Design commutator_scan_flat, sky130hd; sources not shown.
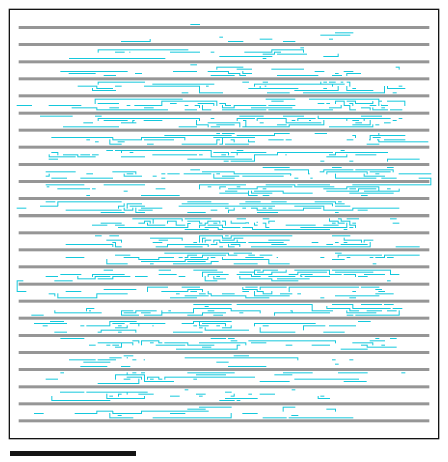
(run_1/layer_met1.png)
Scale bar: 20 µm. Supply wires on this layer in gray.
main direction	horizontal
nets with wire on the layer	303
wire length after detailed routing: 5410 µm
global routing usage on met1: 28.8%

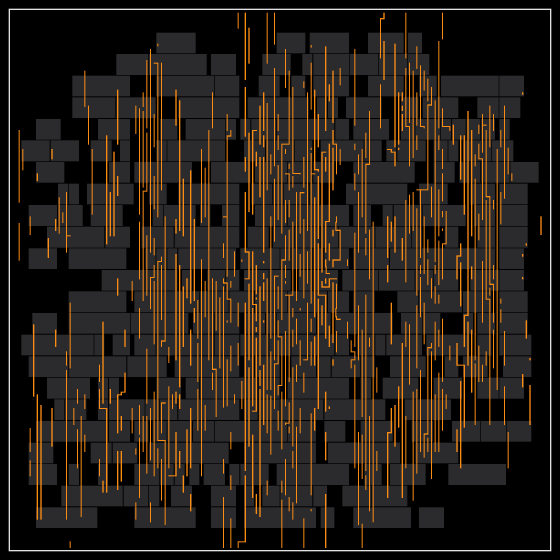
(run_1/layer_met2.png)
nets with wire on the layer	298
main direction	vertical
number of vias in the routed layout: 1957
met2 track demand over resource in global routing: 43.5%

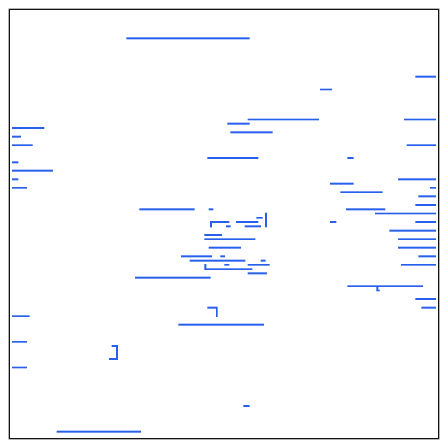
(run_1/layer_met3.png)
nets with wire on the layer	49
main direction	horizontal
M3 GR Usage: 4.83%

==> reports/qor_table.md, run 1 <==
| Item | Value | Unit |
| --- | --- | --- |
| Outcome | finished with violations | - |
| Violations in the final reports | negative setup slack | - |
| Top cell type's share of synthesized area | 31.9 | % |
| Worst-case setup margin in the final layout | -0.0859 | ns |
| Die ar. | 4630 | µm² |
| Cell with the most instances after synthesis | dfxtp_1 | - |
| Layout Area Growth over Synthesis | 50.0 | % |
| Normalized max-slew margin | 68.1 | % |
| Final hold violation count | 0 | - |
| OpenROAD warning count | 41 | - |
| CP Max Fanout | 3 | - |
| Wire length of the first global-routing pass | 8420 | µm |
| Sequential area share after synthesis | 31.9 | % |
| CTS tree | built | - |
| Setup repair after global routing missed its margin | true | - |
| Layout Skew | 0.00562 | ns |
| Power density over the cells | 537 | nW/µm² |
| Final setup fails | 5 | - |
| Cell count of the worst reg-to-reg path | 6 | - |
| Reg clk slew, reported paths | 0.07 | ns |
| Inserted Diodes | 0 | - |
| Number of buffers inserted for hold repair after clock tree synthesis | 0 | - |
| Top cell types by occurrence after synthesis | dfxtp_1 (32), ha_1 (27), inv_1 (23) | - |
| Port-buffer cells | 40 | - |
| Count of flip-flops with a built-in enable after synthesis | 0 | - |
| # nets final | 346 | - |
| Row Count | 23 | - |
| Final critical-path required period | 1.89 | ns |
| Final Util | 73.7 | % |
| Worst skew pair latency | 0.29 | ns |
| Crit share post-route | 105 | % |
| Die boundary height | 68.1 | µm |
| Crit end category | flip-flop | - |
| Arrival time reported for the critical path endpoint | 2.08 | ns |
| Worst ir drop on vdd | 0.408 | mV |
| Timing-limited maximum frequency | 0.530 | GHz |
| Minimum hold slack | 0.489 | ns |
| Number of global-route vias before repair | 1876 | - |
| Type of the worst min-delay path | flip-flop to flip-flop | - |
| Max-Cap Viols | 0 | - |
| Post-synth area from yosys stat | 2010 | µm² |
| Post-placement worst setup slack | -0.687 | ns |
| Flip-flop and latch count after synthesis | 32 | - |
| Register area | 657 | µm² |
| Netlist Area Pre-Place | 2010 | µm² |
| Worst EP required | 1.99 | ns |
| Area of all placed cells without fillers | 3010 | µm² |
| TritonCTS sink count | 32 | - |
| Placed wire-length estimate | 3690 | µm |
| FILL cells | 299 | - |
| Share of layout cells above drive strength 1 | 34.4 | % |
| Placeable core region | 4090 | µm² |
| Transition time at the pin with the least slew margin | 0.476 | ns |
| Worst hold path stage count | 2 | - |
| Post-detailed-route count of antenna-violating nets | 0 | - |
| Register-to-register setup slack | -0.08 | ns |
| Maximum clock path buffer count | 2 | - |
| Root buf cell | clkbuf_8 | - |
| Core Util at FP | 49.1 | % |
==> run 1: critical path, cell delays in order <==
cell	delay (ns)
dlygate4sd2_1	0.26
or3b_4	0.38
or3b_4	0.40
buf_6	0.14
mux2i_4	0.18
a21o_1	0.17
a31oi_1	0.18
==> run 1: cell families after synthesis <==
logic type,count (synthesis),synth area share (%)
adders and majority gates,27,16.8
xor gates and xnor gates,6,2.62
DFF,32,31.9
and+or+nand+nor,70,19.9
AOI/OAI and AO/OA,46,16.8
muxes,10,5.30
buffers and inverters,33,6.73
==> run 1: where the power goes <==
group | switching, W | total, W | internal, W
clock | 0.000267 | 0.000579 | 0.000312
combinational | 0.000145 | 0.000301 | 0.000157
sequential | 0.0000117 | 0.000739 | 0.000727
total | 0.000424 | 0.00162 | 0.00120
==> run 1: stage by stage <==
step | power [W] | std cells
2_1_floorplan | 0.000879 | 224
3_3_place_gp | 0.00102 | 332
3_5_place_dp | 0.00102 | 332
4_1_cts | 0.00161 | 342
5_1_grt | 0.00169 | 344
6_report | 0.00162 | 344
==> run 1: timing repair <==
item                                    in CTS  in global routing
endpoints found under the setup margin      45                 38
pin swaps                                   25                 15
gates resized                               72                 17
setup buffers                                2                  2
==> run 1: layout make-up <==
type	instances	share of cell area, %
Clock buffer	8	2.99
Inverter	23	3.28
Multi-Input combinational cell	159	49.1
Sequential cell	32	21.8
Tap cell	50	2.08
Timing Repair Buffer	72	20.7
==> run 1: routing by layer <==
layer,vias to the layer above,wire (µm)
met5,-,0
met4,0,154
met3,19,281
met2,85,2700
met1,902,2280
li1,951,-
==> run 1: layout by cell type (no fill, tap or decap), types with 4 or more instances in the layout <==
cell type        synthesis  final
or4b_2                   4      4
buf_4                    3     28
a31oi_1                  5      4
dlygate4sd2_1            0     14
nand3_1                 11      8
ha_1                    27     19
inv_1                   23     16
clkdlybuf4s50_1          0     16
inv_2                    0      4
clkbuf_8                 0      6
dfxtp_2                  0     13
buf_6                    0      4
nor3_1                   4      4
and3_1                   5      4
clkdlybuf4s15_1          0      6
dfxtp_1                 32     19
nor2_1                  19     18
xor2_1                   5      5
o21ai_0                  5      5
ha_4                     0      7
nand2_1                  6      6
a21oi_1                  8      7
==> inputs of run 2 (changes only) <==
--- a/config.mk
+++ b/config.mk
@@ -11,6 +11,7 @@
 export DETAILED_ROUTE_END_ITERATION = 16
 export GPL_ROUTABILITY_DRIVEN = 1
 export PLACE_DENSITY = 0.82
+export REMOVE_ABC_BUFFERS = 1
 export SETUP_SLACK_MARGIN = 0.5
 export SLEW_MARGIN = 20
 export SYNTH_ARGS = -nofsm -noshare
==> reports/qor_table.md, run 2 <==
| Item | Value | Unit | Change |
| --- | --- | --- | --- |
| Outcome | finished with violations | - |  |
| Violations in the final reports | negative setup slack | - |  |
| Row Count | 23 | - | unchanged |
| Post-detailed-route count of antenna-violating nets | 0 | - | unchanged |
| Maximum clock path buffer count | 2 | - | unchanged |
| Normalized max-slew margin | 67.1 | % | -1.0 points |
| Minimum hold slack | 0.513 | ns | +0.0239 ns |
| Critical path, cell by cell | dlygate4sd2_1 -> inv_1 -> ha_1 -> a211o_1 -> o2111ai_4 -> o211ai_1 -> buf_4 -> buf_4 -> a32oi_2 -> o41ai_2 | - |  |
| Top logic cell by instance count in the layout | buf_4 | - |  |
| Setup repair after global routing missed its margin | true | - |  |
| Crit share post-route | 104 | % | -1.1 points |
| Worst hold path stage count | 3 | - | +1 |
| Total net switching power | 0.000452 | W | +6.7% |
| Worst-case setup margin in the final layout | -0.0655 | ns | +0.0204 ns |
| Top cell types by occurrence after synthesis | dfxtp_1 (32), ha_1 (27), inv_1 (23) | - |  |
| TritonCTS sink count | 32 | - | unchanged |
| Transition time at the pin with the least slew margin | 0.486 | ns | +0.0104 ns |
| Sequential area share after synthesis | 31.9 | % | unchanged |
| Sequential Power Share | 44.9 | % | -0.7 points |
| Core Util at FP | 49.1 | % | unchanged |
| Top cell type's share of synthesized area | 31.9 | % | unchanged |
| Switching share of power | 27.5 | % | +1.3 points |
| Timing-limited maximum frequency | 0.536 | GHz | +1.1% |
| Arrival time reported for the critical path endpoint | 2.04 | ns | -0.04 ns |
| Type of the worst min-delay path | input pin to flip-flop | - |  |
| Reg clk slew, reported paths | 0.07 | ns | about the same |
| Inserted Diodes | 0 | - | unchanged |
| Count of flip-flops with a built-in enable after synthesis | 0 | - | unchanged |
| Placed wire-length estimate | 3900 | µm | +5.8% |
| Wire length of the first global-routing pass | 9580 | µm | +14% |
| Die boundary height | 68.1 | µm | unchanged |
| Share of layout cells above drive strength 1 | 34.1 | % | -0.24 points |
| CTS tree | built | - |  |
| Placeable core region | 4090 | µm² | unchanged |
| Worst skew pair latency | 0.30 | ns | about the same |
| Register-to-register setup slack | -0.06 | ns | +0.02 ns |
| Worst ir drop on vdd | 0.480 | mV | +18% |
| Root buf cell | clkbuf_8 | - |  |
| Layout Skew | 0.00799 | ns | +0.00237 ns |
| Final setup fails | 5 | - | unchanged |
| Die ar. | 4630 | µm² | unchanged |
| Port-buffer cells | 40 | - | unchanged |
[run 2: power groups by stage]
stage               combinational (W)  clock, W  sequential (W)
floorplan                   0.0000905         0        0.000758
global placement             0.000254         0        0.000752
detailed placement           0.000260         0        0.000753
CTS                          0.000291  0.000593        0.000738
global route                 0.000337  0.000611        0.000741
finish                       0.000315  0.000592        0.000739
[run 2: routing by layer]
layer  vias up  part of all wire, %  track usage (%)
li1        959                    -                -
met1       997                   42             33.7
met2        79                   50             46.2
met3        19                  5.2             5.33
met4         0                  3.0             15.6
met5         -                    0                0
[run 2: cell families (layout without fill, tap and decap cells)]
logic type / count (synthesis) / in the layout / share of synthesized area (%)
AOI/OAI and AO/OA: 46 / 46 / 16.8
and+or+nand+nor: 70 / 70 / 19.9
xor gates and xnor gates: 6 / 6 / 2.62
muxes: 10 / 10 / 5.30
buffers and inverters: 33 / 108 / 6.73
adders and majority gates: 27 / 27 / 16.8
DFF: 32 / 32 / 31.9
[run 2: worst max-delay path: cells and delay by family]
family	cells	cell delay [ns]
AND-OR/OR-AND	5	0.91
adder cells (fa/ha/maj)	1	0.20
buffers and inverters	4	0.57
[run 2: cell type report]
class / instances / area (µm²)
inverter: 23 / 86.3
timing repair buffer: 77 / 709
sequential: 32 / 652
tap: 50 / 62.6
multi-input combinational: 159 / 1490
fill: 269 / 990
clock buffer: 6 / 82.6
clock inverter: 2 / 10.0
[run 2: stage by stage]
step	power, W	area, µm²	instances	util, %	setup WS, ns
6_report	0.00165	3100	349	75.8	-0.0655
5_1_grt	0.00169	3100	349	75.8	-0.108
4_1_cts	0.00162	2970	348	72.7	0.00922
3_5_place_dp	0.00101	2660	335	65.0	-0.737
3_3_place_gp	0.00101	2660	335	65.0	-0.576
2_1_floorplan	0.000848	1960	214	-	-0.131
[run 2: what timing repair did]
item,in CTS,in global routing
pin swaps,19,12
setup endpoints to repair,46,45
gates cloned,0,0
gates resized,50,43
setup buffers,5,1
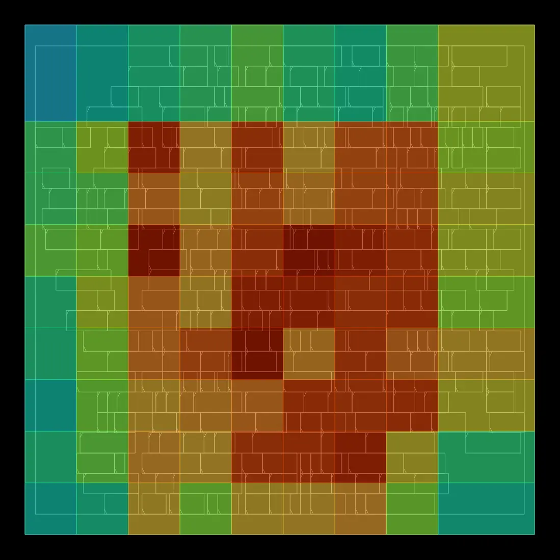
(run_2/congestion.png)
M3 GR Usage: 5.33%
busiest layer in global routing: met2

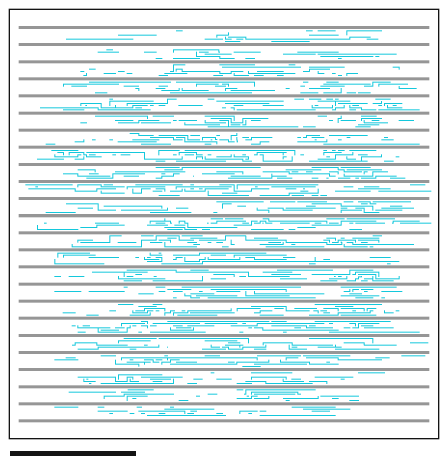
(run_2/layer_met1.png)
Scale bar: 20 µm. Supply wires on this layer in gray.
longest straight run	31.3 µm
main direction	horizontal
wire length on this layer	2700 µm
share of all routed wire	42%
wire length after detailed routing: 6500 µm
global routing usage on met1: 33.7%
number of vias in the routed layout: 2054

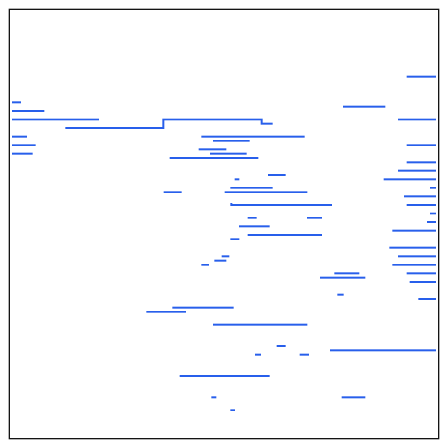
(run_2/layer_met3.png)
share of all routed wire	5.2%
wire length on this layer	339 µm
longest straight run	16.6 µm
main direction	horizontal
nets with wire on the layer	47

Power and IR drop assume default switching activity.
